--- src/rtl/ps2_pkg.sv ---
// Shared PS/2 scan-code constants, event layout and decoder states.
package ps2_pkg;

  localparam logic [7:0] PS2_EXT    = 8'hE0;
  localparam logic [7:0] PS2_BRK    = 8'hF0;
  localparam logic [7:0] PS2_PAUSE  = 8'hE1;
  localparam logic [2:0] PAUSE_SKIP = 3'd7;

  typedef struct packed {
    logic       ext;
    logic       brk;
    logic [7:0] code;
  } ps2_event_t;

  typedef enum logic [2:0] {
    ST_IDLE,
    ST_E0,
    ST_F0,
    ST_E0F0,
    ST_SKIP
  } dec_state_e;

  function automatic logic is_prefix(input logic [7:0] b);
    return (b == PS2_EXT) || (b == PS2_BRK) || (b == PS2_PAUSE);
  endfunction

  // Pause is the only source of an extended make carrying code E1.
  function automatic logic is_pause(input ps2_event_t ev);
    return ev.ext && !ev.brk && (ev.code == PS2_PAUSE);
  endfunction

  function automatic logic [31:0] legacy_key(input ps2_event_t ev);
    logic [31:0] k;
    if (is_pause(ev)) begin
      k = {24'h0, PS2_PAUSE};
    end else begin
      case ({ev.ext, ev.brk})
        2'b00:   k = {24'h0, ev.code};
        2'b10:   k = {16'h0, PS2_EXT, ev.code};
        2'b01:   k = {16'h0, PS2_BRK, ev.code};
        default: k = {8'h0, PS2_EXT, PS2_BRK, ev.code};
      endcase
    end
    return k;
  endfunction

endpackage

--- src/rtl/ps2_key_event_queue_sync_fifo.sv ---
// First-word fall-through FIFO; read data reads as zero while empty.
module sync_fifo #(
  parameter int unsigned WIDTH = 10,
  parameter int unsigned DEPTH = 8
) (
  input  logic                       clk,
  input  logic                       clrn,
  input  logic                       wr_en,
  input  logic [WIDTH-1:0]           wr_data,
  input  logic                       rd_en,
  output logic [WIDTH-1:0]           rd_data,
  output logic                       full,
  output logic                       empty,
  output logic [$clog2(DEPTH+1)-1:0] count
);

  localparam int unsigned AW = $clog2(DEPTH);
  localparam int unsigned CW = $clog2(DEPTH+1);

  logic [WIDTH-1:0] mem_q [DEPTH];
  logic [AW-1:0]    wr_ptr_q, rd_ptr_q;
  logic [CW-1:0]    count_q;
  logic             do_wr, do_rd;

  assign full  = (count_q == CW'(DEPTH));
  assign empty = (count_q == '0);
  assign count = count_q;
  assign do_rd = rd_en && !empty;
  // A write into a full FIFO is still taken when the head leaves this cycle.
  assign do_wr = wr_en && (!full || do_rd);
  assign rd_data = empty ? '0 : mem_q[rd_ptr_q];

  // Storage array, no reset needed: contents are only visible via count.
  always_ff @(posedge clk) begin
    if (do_wr) mem_q[wr_ptr_q] <= wr_data;
  end

  // Pointer and occupancy bookkeeping.
  always_ff @(posedge clk or negedge clrn) begin
    if (!clrn) begin
      wr_ptr_q <= '0;
      rd_ptr_q <= '0;
      count_q  <= '0;
    end else begin
      if (do_wr) wr_ptr_q <= wr_ptr_q + AW'(1);
      if (do_rd) rd_ptr_q <= rd_ptr_q + AW'(1);
      case ({do_wr, do_rd})
        2'b10:   count_q <= count_q + CW'(1);
        2'b01:   count_q <= count_q - CW'(1);
        default: count_q <= count_q;
      endcase
    end
  end

endmodule

--- src/rtl/ps2_key_event_queue.sv ---
// PS/2 scan-byte decoder with typematic suppression feeding an event FIFO.
module ps2_key_event_queue
  import ps2_pkg::*;
#(
  parameter int unsigned DEPTH           = 8,
  parameter bit          SUPPRESS_REPEAT = 1'b1
) (
  input  logic                       clk,
  input  logic                       clrn,
  input  logic                       en,
  input  logic                       byte_valid,
  input  logic [7:0]                 byte_data,
  output logic                       ev_valid,
  output logic [9:0]                 ev_data,
  input  logic                       ev_ready,
  output logic [$clog2(DEPTH+1)-1:0] ev_count,
  output logic                       overflow,
  input  logic                       clr_ovf,
  output logic [7:0]                 err_cnt,
  output logic [31:0]                cur_key
);

  dec_state_e state_q, state_d;
  logic [2:0] skip_q, skip_d;
  logic       emit, dec_err, redo;
  ps2_event_t ev;

  logic       held_v_q, held_v_d;
  logic [8:0] held_key_q, held_key_d;
  logic       drop, wr, accept, ovf_set;

  logic        overflow_q;
  logic [7:0]  err_cnt_q;
  logic [31:0] cur_key_q;

  logic       fifo_full, fifo_empty;
  ps2_event_t head;

  // Decoder next state; an illegal prefix is counted then replayed as if seen in IDLE.
  always_comb begin
    state_d = state_q;
    skip_d  = skip_q;
    emit    = 1'b0;
    dec_err = 1'b0;
    redo    = 1'b0;
    ev      = '0;
    if (!en) begin
      state_d = ST_IDLE;
      skip_d  = '0;
    end else if (byte_valid) begin
      case (state_q)
        ST_IDLE: redo = 1'b1;
        ST_E0: begin
          if (byte_data == PS2_BRK) begin
            state_d = ST_E0F0;
          end else if (is_prefix(byte_data)) begin
            dec_err = 1'b1;
            redo    = 1'b1;
          end else begin
            emit    = 1'b1;
            ev      = '{ext: 1'b1, brk: 1'b0, code: byte_data};
            state_d = ST_IDLE;
          end
        end
        ST_F0, ST_E0F0: begin
          if (is_prefix(byte_data)) begin
            dec_err = 1'b1;
            redo    = 1'b1;
          end else begin
            emit    = 1'b1;
            ev      = '{ext: (state_q == ST_E0F0), brk: 1'b1, code: byte_data};
            state_d = ST_IDLE;
          end
        end
        default: begin
          skip_d = skip_q - 3'd1;
          if (skip_q <= 3'd1) state_d = ST_IDLE;
        end
      endcase
      if (redo) begin
        case (byte_data)
          PS2_EXT: state_d = ST_E0;
          PS2_BRK: state_d = ST_F0;
          PS2_PAUSE: begin
            emit    = 1'b1;
            ev      = '{ext: 1'b1, brk: 1'b0, code: PS2_PAUSE};
            skip_d  = PAUSE_SKIP;
            state_d = ST_SKIP;
          end
          default: begin
            emit    = 1'b1;
            ev      = '{ext: 1'b0, brk: 1'b0, code: byte_data};
            state_d = ST_IDLE;
          end
        endcase
      end
    end
  end

  // Typematic filter and held-key tracking.
  always_comb begin
    held_v_d   = held_v_q;
    held_key_d = held_key_q;
    drop = SUPPRESS_REPEAT && emit && !ev.brk && !is_pause(ev) &&
           held_v_q && (held_key_q == {ev.ext, ev.code});
    wr   = emit && !drop;
    if (SUPPRESS_REPEAT && wr && !is_pause(ev)) begin
      if (!ev.brk) begin
        held_v_d   = 1'b1;
        held_key_d = {ev.ext, ev.code};
      end else if (held_key_q == {ev.ext, ev.code}) begin
        held_v_d = 1'b0;
      end
    end
    accept  = wr && (!fifo_full || ev_ready);
    ovf_set = wr && fifo_full && !ev_ready;
  end

  // Decoder, filter and status registers.
  always_ff @(posedge clk or negedge clrn) begin
    if (!clrn) begin
      state_q    <= ST_IDLE;
      skip_q     <= '0;
      held_v_q   <= 1'b0;
      held_key_q <= '0;
      overflow_q <= 1'b0;
      err_cnt_q  <= '0;
      cur_key_q  <= '0;
    end else begin
      state_q    <= state_d;
      skip_q     <= skip_d;
      held_v_q   <= held_v_d;
      held_key_q <= held_key_d;
      overflow_q <= ovf_set || (overflow_q && !clr_ovf);
      if (dec_err && (err_cnt_q != 8'hFF)) err_cnt_q <= err_cnt_q + 8'd1;
      if (accept) cur_key_q <= legacy_key(ev);
    end
  end

  sync_fifo #(
    .WIDTH ($bits(ps2_event_t)),
    .DEPTH (DEPTH)
  ) u_fifo (
    .clk     (clk),
    .clrn    (clrn),
    .wr_en   (wr),
    .wr_data (ev),
    .rd_en   (ev_ready),
    .rd_data (head),
    .full    (fifo_full),
    .empty   (fifo_empty),
    .count   (ev_count)
  );

  assign ev_valid = !fifo_empty;
  assign ev_data  = head;
  assign overflow = overflow_q;
  assign err_cnt  = err_cnt_q;
  assign cur_key  = cur_key_q;

endmodule

--- config.mk ---
export PLATFORM = sky130hd
export DESIGN_NAME = ps2_key_event_queue
export DESIGN_NICKNAME = d
export VERILOG_FILES = /design/src/rtl/ps2_pkg.sv /design/src/rtl/ps2_key_event_queue_sync_fifo.sv /design/src/rtl/ps2_key_event_queue.sv
export SDC_FILE = /design/constraint.sdc
export NUM_CORES = 1
export LEC_CHECK = 0
export CORE_ASPECT_RATIO = 1.1
export CORE_MARGIN = 2
export CORE_UTILIZATION = 55
export DETAILED_ROUTE_END_ITERATION = 10
export PLACE_DENSITY_LB_ADDON = 0.1
export SYNTH_ARGS = -nofsm -noshare
export SYNTH_HDL_FRONTEND = slang
export SYNTH_HIERARCHICAL = 1
export SYNTH_SLANG_ARGS = --single-unit
--- constraint.sdc ---
create_clock -name clk -period 7.7 [get_ports clk]
set_clock_uncertainty 0.05 [all_clocks]
set_input_delay 2.31 -clock clk [delete_from_list [all_inputs] [get_ports clk]]
set_output_delay 2.31 -clock clk [all_outputs]
set_load 0.05 [all_outputs]
**Run 1: sequential cells grouped by signal name**

Other sequential cells in the stronger gray, the rest of the logic in the fainter gray.
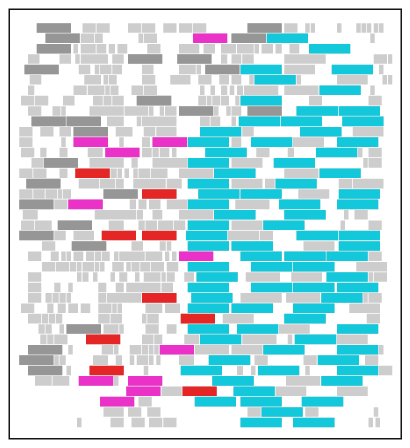
| name in the netlist | color | flops |
|---|---|---|
| u_fifo/mem_q | cyan | 80 |
| held_key_q | red | 9 |
| cur_key | magenta | 11 |
not colored: 26

**Run 1: cell sizes after repair**

Scale bar: 20 um.
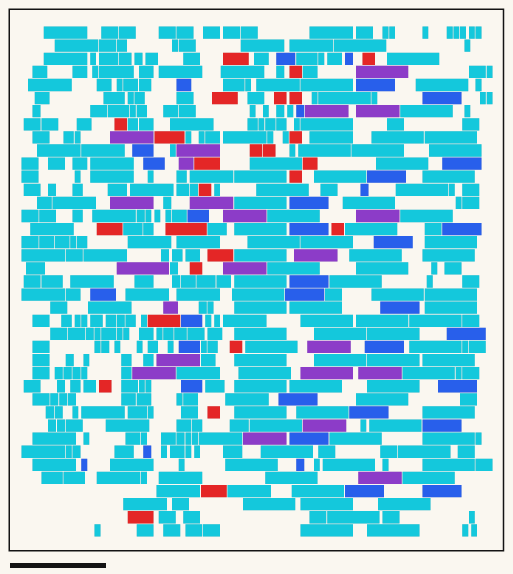
| size | color | cells | share |
|---|---|---|---|
| _2 cells | blue | 35 | 7.3% |
| _6 and larger | purple | 22 | 4.6% |
| _0 and _1 cells | cyan | 396 | 83% |
| _3 and _4 cells | red | 26 | 5.4% |

==> changes_impl.md, run 1 <==
### Implementation results

* CP Depth at 16
* Final-report setup violation count at 0
* Cells after Synth at 404
* Die ar. at 11500 um2
* Max reg flops at 80
* Grt total ovfl at 0
* Critical Path Max Stage Delay at 640 ps
* Top Layer Used: met4
* Final instance area at 7030 um2
* Hold worst-path end: err_cnt[7]$_DFFE_PN0P_
* Met2 wire len at 5.83 mm
* Number of enable flip-flop cells at 80
* NumNets Final at 488
* Wl on met1 at 4.70 mm
* Post-Place Worst Slack at 1160 ps
* GR peak layer: met2
* Final period utilization at 0.795
* Final hold violations at 0
* Clock share of power at 0.310
* First-pass GRT wire length at 17.7 mm
* Sink Count at 126
* Xor/xnor share at 0.0285
* Min-Delay Path Class: reg2reg
* RSZ-0062 raised after global routing: false
* Routed wl met3 at 450 um
* Worst-margin pin slew at 1060 ps
* Worst-Skew Late Latency at 400 ps
* Cts bufs inserted at 17
* Synth Flop Type: edfxtp_1
* Top cells by area: edfxtp_1 (41%), dfrtp_1 (20%), mux4_2 (7.7%), buf_4 (3.1%), mux2_1 (2.3%)
* Largest register by flop count: u_fifo/mem_q
* TNS Setup at 0 ps
* Reg2Reg Launch Point: state_q[2]$_DFFE_PN0P_
* Tot GR Track Use at 0.208
* Clock Path Buffers at 2
* Met3 usage at 0.0573
* Clk slew on worst S/H paths at 60 ps
* Ys cells at 404
* Asr flop ratio synth at 0.365
* Diode count at 0
* CP arrival at 6330 ps
* Post-synthesis sequential area ratio at 0.608
* Fmax at 163 MHz
* Routability congestion estimate from global placement at 0.833
* Largest area contributor in the netlist: edfxtp_1
* Min-delay src: err_cnt[7]$_DFFE_PN0P_
* Hold Path Cell Cnt at 1
* Critical path class: in2reg
* Util after Layout at 0.677
* CP Buf/Inv Count at 4
* Post-CTS Resized at 0
* Adders+Majority by Area at 0.0184
* Final worst slack at 1580 ps
* I/O Buffers at 52
* Net switching power at 0.000895 W
* Beginning of the critical path: byte_valid
* Data required, critical path at 7910 ps
* # hold bufs at CTS at 0
* DP HPWL at 7.41 mm
* Logic family by area: multiplexers
* CP endpoint kind: flip-flop
* Sequential power share at 0.346
* Via Count at 3429
* Vias per cell at 5.51
* Internal power at 0.00166 W
* Tool warning count at 27
* Aoi share at 0.0640
* Static leakage at 2.76 nW
* Status: completed
* Crit path capture: u_fifo/count[3]$_DFFE_PN0P_
* #FFs+latches synth at 126
**Run 1: cell outlines without signal wires**

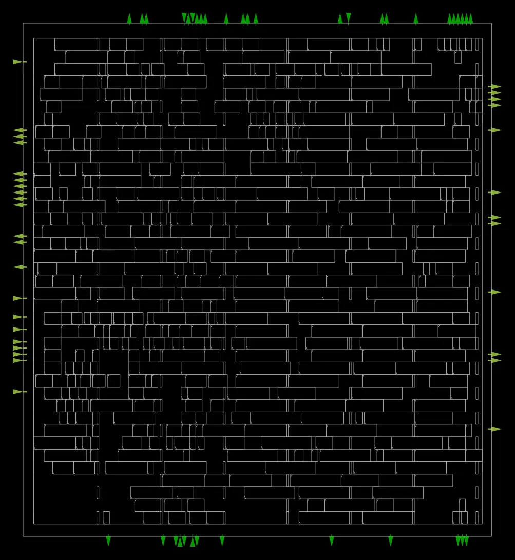
fillers: 751
final std cells w/o fill: 622
row count: 39
registers: 126

## run 1: area by class of cell
| cell class | count | area (um2) | area share |
|---|---|---|---|
| sequential | 126 | 3550 | 0.505 |
| clock buffer | 17 | 425 | 0.0605 |
| multi-input combinational | 236 | 2020 | 0.288 |
| timing repair buffer | 63 | 598 | 0.0851 |
| clock inverter | 15 | 170 | 0.0242 |
| inverter | 22 | 82.6 | 0.0117 |
| tap | 143 | 179 | 0.0254 |
## run 1: power by group through the flow
stage | logic, W | registers, W | clock network, W
4_1_cts | 0.000888 | 0.000885 | 0.000807
3_3_place_gp | 0.000872 | 0.000893 | 0
3_5_place_dp | 0.000886 | 0.000897 | 0
6_report | 0.000878 | 0.000883 | 0.000793
2_1_floorplan | 0.000610 | 0.000927 | 0
5_1_grt | 0.000933 | 0.000895 | 0.000838
==> inputs of run 2 (changes only) <==
CORE_UTILIZATION = 50   (was 55)
clock period = 5.1 ns   (was 7.7 ns; I/O delays follow)
**Run 2: signal metal coverage by tile**

Scale bar: 20 um. 21 x 23 tiles, from dark purple (low) to yellow (high), scaled to the fullest tile. Values are wire area over tile area, all layers added.
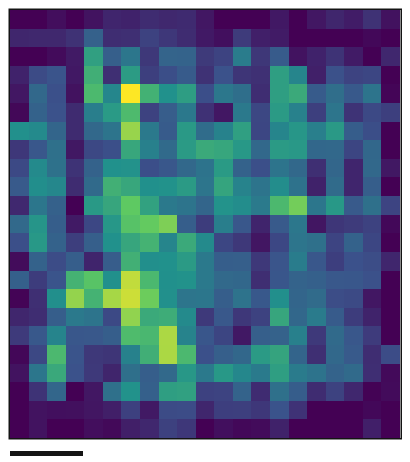
fullest tile: 0.49
mean over tiles: 0.14
nearly empty tiles: 9.1%

**Run 2: M4 wires**

Scale bar: 20 um. Supply wires on this layer in gray.
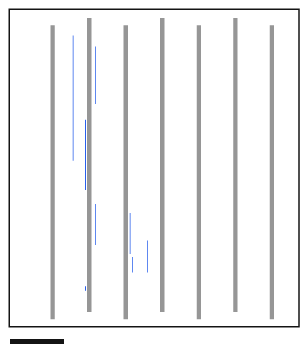
wire length on this layer: 141 um
longest straight run: 46.2 um
share of all routed wire: 1.2%

==> run 2 against run 1 <==
- routed wire length rose by 2.8%
- critical path depth fell by 1
- synthesized area did not move
- non-clock buffer count rose by 10
- clock power rose by 51%
- via count rose by 1.5%
- utilization fell by 5.5 points
- count of clock-buffer cells in the layout did not move
- setup slack got worse by 1200 ps
- combinational power rose by 56%
- synthesized cell count did not move
- largest cell class unchanged
- largest power group is now combinational cells
- highest routed layer unchanged
==> changes_impl.md, run 2 <==
### Implementation results

* Status: completed
* Asr flop ratio synth at 0.365 (unchanged)
* Aoi share at 0.0640 (unchanged)
* Internal power at 0.00252 W (+52%)
* Min-Delay Path Class: reg2reg
* Logic share of the area at 0.284 (-0.00339)
* Registers at 126 (unchanged)
* Critical path class: in2reg
* Clock network power at 0.00120 W (+51%)
* Adders+Majority by Area at 0.0184 (unchanged)
* Grt total ovfl at 0 (unchanged)
* P_seq at 0.00130 W (+47%)
* Top power group: combinational cells
* Beginning of the critical path: byte_data[3]
* Final-report setup violation count at 0 (unchanged)
* Tot GR Track Use at 0.197 (-0.0109)
* Multi-input gates at 236 (unchanged)
* Final period utilization at 0.933
* Post-synthesis sequential area ratio at 0.608 (unchanged)
* Post-CTS Resized at 0 (unchanged)
* Signal buffers share of area at 0.0946 (+0.00955)
* Non-CTS inverters at 22 (unchanged)
* Ys cells at 404 (unchanged)
* Final worst slack at 342 ps (-1240 ps)
* Synth Flop Type: edfxtp_1
* Final hold violations at 0 (unchanged)
* Sequential power share at 0.336 (-0.010)
* TNS Setup at 0 ps (unchanged)
* Hold Path Cell Cnt at 1 (unchanged)
* Buffers, non-clock at 73 (+16%)
* Worst-margin pin slew at 1050 ps (-14.2 ps)
* Net switching power at 0.00135 W (+51%)
* NumNets Final at 498 (+2.0%)
* Row count at 41 (+5.1%)
* I/O Buffers at 52 (unchanged)
* Logic family by area: multiplexers
* Crit path capture: u_fifo/count[3]$_DFFE_PN0P_
* RSZ-0062 raised after global routing: false
* Tool warning count at 27 (unchanged)
* Cts bufs inserted at 17 (unchanged)
* Largest area contributor in the netlist: edfxtp_1
* Routability congestion estimate from global placement at 0.784 (-5.9%)
* Sink Count at 126 (unchanged)
* Area-dominant class: sequential cells
* Largest register by flop count: u_fifo/mem_q
* Hold worst-path end: err_cnt[7]$_DFFE_PN0P_
* Vias per cell at 5.46 (-1.0%)
* Data required, critical path at 5310 ps (-2600 ps)
* Clk slew on worst S/H paths at 50 ps (about the same)
* # IOs at 70
* Clock share of power at 0.310 (about the same)
* Max reg flops at 80 (unchanged)
* Comb. pwr at 0.00137 W (+56%)
* Fillers at 888 (+18%)
* CP endpoint kind: flip-flop
* FF/Latch Area at 3550 um2 (unchanged)
* Clkbuf count at 17 (unchanged)
* Static leakage at 2.81 nW (+1.7%)
* DR WL/cell at 17.9 um
* Tap Cells at 150 (+4.9%)
* Number of enable flip-flop cells at 80 (unchanged)
* CP arrival at 4970 ps (-1360 ps)
* Worst-Skew Late Latency at 410 ps (about the same)
* Clock-cell share of area at 0.0837 (-0.000998)
* # hold bufs at CTS at 0 (unchanged)
* Cells after Synth at 404 (unchanged)
* Clock Path Buffers at 2 (unchanged)
* Critical Path Max Stage Delay at 550 ps (-90 ps)
* Fmax at 210 MHz
**Run 2: sequential cells grouped by signal name**

Other sequential cells in the stronger gray, the rest of the logic in the fainter gray.
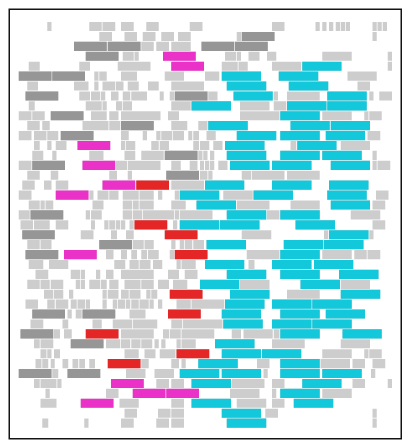
| name in the netlist | color | flops |
|---|---|---|
| cur_key | magenta | 11 |
| held_key_q | red | 9 |
| u_fifo/mem_q | cyan | 80 |
not colored: 26

==> run 2: cell counts after synthesis <==
No cell type changed its count.
==> run 2: layer usage <==
layer  vias to the layer above  share of wire  track usage  wire [um]
met3                        16          0.043       0.0500        497
met2                        93           0.54        0.327       6130
li1                       1613              -            -          -
met1                      1760           0.41        0.243       4670
met4                         0          0.012       0.0860        141
met5                         -              0            0          0
==> run 2: through the flow <==
step | util | cell area (um2) | instances
6_report | 0.622 | 7120 | 638
5_1_grt | 0.622 | 7120 | 638
4_1_cts | 0.622 | 7120 | 638
3_5_place_dp | 0.570 | 6520 | 607
3_3_place_gp | 0.570 | 6520 | 607
2_1_floorplan | - | 5910 | 420
==> run 2: worst max-delay path: cells and delay by family <==
kind	cells	cell delay [ps]
compound gates	5	1100
buf+inv	3	770
simple gates	6	1310
fa+ha+maj	1	230
Power figures rest on the tool's default switching activity, not on a simulated workload.
